--- src/rtl/ram_stream_reader_pkg.sv ---
// Shared types and defaults for the ram64 read-side stream engine.
// Holds the FSM encoding and default RAM geometry.
package ram_stream_reader_pkg;

    localparam int DATA_WIDTH_DEF = 16;
    localparam int ADDR_WIDTH_DEF = 6;

    typedef enum logic [1:0] {
        ST_IDLE  = 2'd0,
        ST_FETCH = 2'd1,
        ST_SEND  = 2'd2,
        ST_DONE  = 2'd3
    } state_e;

    // Block is empty when the requested word count is zero.
    function automatic logic is_empty(input logic [ADDR_WIDTH_DEF:0] cnt);
        return cnt == '0;
    endfunction

endpackage

--- src/rtl/ram_stream_reader.sv ---
// Walks a block of ram64 addresses and streams each word out
// over a valid/ready port; read-only, never drives a write.
module ram_stream_reader
    import ram_stream_reader_pkg::*;
#(
    parameter int DATA_WIDTH = DATA_WIDTH_DEF,
    parameter int ADDR_WIDTH = ADDR_WIDTH_DEF
) (
    input  logic                  clk,
    input  logic                  reset,
    input  logic                  start,
    input  logic [ADDR_WIDTH-1:0] base,
    input  logic [ADDR_WIDTH:0]   count,
    output logic [ADDR_WIDTH-1:0] mem_address,
    output logic                  mem_load,
    output logic [DATA_WIDTH-1:0] mem_in,
    input  logic [DATA_WIDTH-1:0] mem_out,
    output logic [DATA_WIDTH-1:0] out_data,
    output logic                  out_valid,
    input  logic                  out_ready,
    output logic                  out_last,
    output logic                  busy,
    output logic                  done
);

    localparam int CNT_W = ADDR_WIDTH + 1;

    state_e                  state_q, state_d;
    logic [ADDR_WIDTH-1:0]   mem_address_q, mem_address_d;
    logic [CNT_W-1:0]        remaining_q, remaining_d;
    logic [DATA_WIDTH-1:0]   out_data_q, out_data_d;
    logic                    out_valid_q, out_valid_d;
    logic                    out_last_q, out_last_d;
    logic                    busy_q, busy_d;
    logic                    done_q, done_d;
    logic                    empty_req;

    assign empty_req = (count == '0);

    // Next-state and next-output logic; the address register doubles
    // as the RAM address so the read in FETCH sees a stable address.
    always_comb begin
        state_d       = state_q;
        mem_address_d = mem_address_q;
        remaining_d   = remaining_q;
        out_data_d    = out_data_q;
        out_valid_d   = out_valid_q;
        out_last_d    = out_last_q;
        unique case (state_q)
            ST_IDLE: begin
                if (start) begin
                    mem_address_d = base;
                    remaining_d   = count;
                    state_d       = empty_req ? ST_DONE : ST_FETCH;
                end
            end
            ST_FETCH: begin
                out_data_d  = mem_out;
                out_valid_d = 1'b1;
                out_last_d  = (remaining_q == CNT_W'(1));
                state_d     = ST_SEND;
            end
            ST_SEND: begin
                if (out_ready) begin
                    out_valid_d = 1'b0;
                    out_last_d  = 1'b0;
                    remaining_d = remaining_q - CNT_W'(1);
                    if (out_last_q) begin
                        state_d = ST_DONE;
                    end else begin
                        mem_address_d = mem_address_q + ADDR_WIDTH'(1);
                        state_d       = ST_FETCH;
                    end
                end
            end
            ST_DONE: begin
                state_d = ST_IDLE;
            end
            default: begin
                state_d = ST_IDLE;
            end
        endcase
        busy_d = (state_d != ST_IDLE);
        done_d = (state_d == ST_DONE);
    end

    // State and output registers; reset returns to an idle, quiet port.
    always_ff @(posedge clk) begin
        if (reset) begin
            state_q       <= ST_IDLE;
            mem_address_q <= '0;
            remaining_q   <= '0;
            out_data_q    <= '0;
            out_valid_q   <= 1'b0;
            out_last_q    <= 1'b0;
            busy_q        <= 1'b0;
            done_q        <= 1'b0;
        end else begin
            state_q       <= state_d;
            mem_address_q <= mem_address_d;
            remaining_q   <= remaining_d;
            out_data_q    <= out_data_d;
            out_valid_q   <= out_valid_d;
            out_last_q    <= out_last_d;
            busy_q        <= busy_d;
            done_q        <= done_d;
        end
    end

    assign mem_address = mem_address_q;
    assign mem_load    = 1'b0;
    assign mem_in      = '0;
    assign out_data    = out_data_q;
    assign out_valid   = out_valid_q;
    assign out_last    = out_last_q;
    assign busy        = busy_q;
    assign done        = done_q;

endmodule

--- config.mk ---
export PLATFORM = sky130hd
export DESIGN_NAME = ram_stream_reader
export DESIGN_NICKNAME = d
export VERILOG_FILES = /design/src/rtl/ram_stream_reader_pkg.sv /design/src/rtl/ram_stream_reader.sv
export SDC_FILE = /design/constraint.sdc
export NUM_CORES = 1
export LEC_CHECK = 0
export CAP_MARGIN = 20
export CORE_ASPECT_RATIO = 1.25
export CORE_MARGIN = 4
export CORE_UTILIZATION = 25
export DETAILED_ROUTE_END_ITERATION = 16
export PLACE_DENSITY = 0.63
export SYNTH_ARGS = -nofsm -noshare
export SYNTH_HDL_FRONTEND = slang
export SYNTH_SLANG_ARGS = --single-unit
--- constraint.sdc ---
create_clock -name clk -period 1.6 [get_ports clk]
set_input_delay 0.24 -clock clk [delete_from_list [all_inputs] [get_ports clk]]
set_output_delay 0.24 -clock clk [all_outputs]
set_load 0.01 [all_outputs]
==> summary.log <==
qor: outcome.status completed
qor: clock_tree.ctsResizeCount 0
qor: final_timing.final_max_tran_viols 0
qor: job.maxCapViolations 0
qor: yosys.yosysTopAreaCell dfxtp_1
qor: final_timing.clock_skew 5.18 ps
qor: die.chip_area 8600 um2
qor: setup_path.cp_cell_sequence clkdlybuf4s50_1
qor: global_routing.maximum_number_of_pins_on_one_net_before_global_route_repair 17
qor: detailed_routing.per_cell_routed_wire_length 11.8 um
qor: yosys.syn-mean-instance-area 8.00 um2
qor: power.vdd.ir_drop.worst 0.318 mV
qor: yosys.syn-cell-area 1790 um2
qor: layout.finish.utilization 0.367
qor: final_timing.setup-tns-final 0 ps
qor: yosys.postSynth.topFlopCell dfxtp_1
qor: setup_path.timing.critical_path.slowest_cell_delay 570 ps
qor: placement.detailed_place.area 2470 um2
qor: detailed_routing.finalWirelength 4510 um
qor: min_path.worstHoldEndpoint out_data[3]$_SDFFE_PP0P_
qor: yosys.ys_seq_share 0.391
qor: die.fp.dieW 83.7 um
qor: min_path.holdPathStages 2
qor: die.die_height 103 um
qor: global_routing.grt_util_all_layers 0.103
qor: die.floorplan.core_util 0.257
qor: layout.fillCellCount 731
layer usage:
metal  share of wire  up-vias
met5               0        -
met4           0.016        0
met3           0.079        8
met2            0.50       68
met1            0.41      771
li1                -      871
final cells by class:
| class | count | area [um2] | area share |
|---|---|---|---|
| well taps | 90 | 113 | 0.0440 |
| repair buffers | 72 | 698 | 0.273 |
| clock buffers | 6 | 82.6 | 0.0323 |
| multi-input cells | 169 | 928 | 0.363 |
| flip-flops and latches | 35 | 701 | 0.274 |
| clock inverters | 1 | 5.00 | 0.00196 |
| inverters | 8 | 30.0 | 0.0117 |
where the power goes:
| part | switching (mW) | internal (mW) |
|---|---|---|
| combinational | 0.233 | 0.263 |
| sequential | 0.0533 | 0.934 |
| clock | 0.292 | 0.337 |
| total | 0.578 | 1.53 |
tightest hold or removal path: cells and delay by family (launching register included):
| kind | cells | cell delay (ps) |
|---|---|---|
| AOI/OAI and AO/OA | 1 | 50 |
| DFF | 1 | 310 |
| and+or+nand+nor | 1 | 50 |
flip-flops by register name (all words and copies together) (netlist names):
register	count
mem_address	6
remaining_q	7
state_q	2
out_last	1
busy	1
out_valid	1
done	1
out_data	16
kinds of logic (layout without fill, tap and decap cells):
logic type	Yosys count	count (layout)	synth area share
flops	35	35	0.391
mux	1	1	0.00837
other cells	1	17	0.00209
buf+inv	36	87	0.125
compound gates	64	64	0.211
fa+ha+maj	3	3	0.0209
simple gates	84	84	0.241
cell usage after synthesis (3+ instances only):
cell type,n
ha_1,3
clkbuf_1,3
nor2_1,12
inv_1,8
and2_1,5
a211oi_1,3
buf_4,18
buf_2,5
o31ai_1,3
dfxtp_1,35
nand2_1,39
nor3_1,3
a21oi_1,28
o21ai_0,15
clock_wires.png
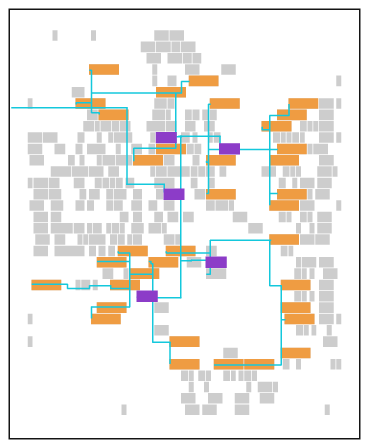
[cyan] clock wires | length: 457 um
[orange] flip-flops | count: 35
[purple] clock-net drivers | count: 5
routed clock nets	6

m1.png
Supply wires on this layer in gray.
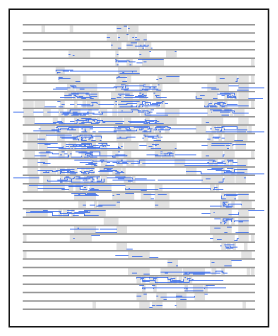
nets with wire on the layer	275
share of all routed wire	41%

No activity file was given, so power comes from the tool's default toggle rates.
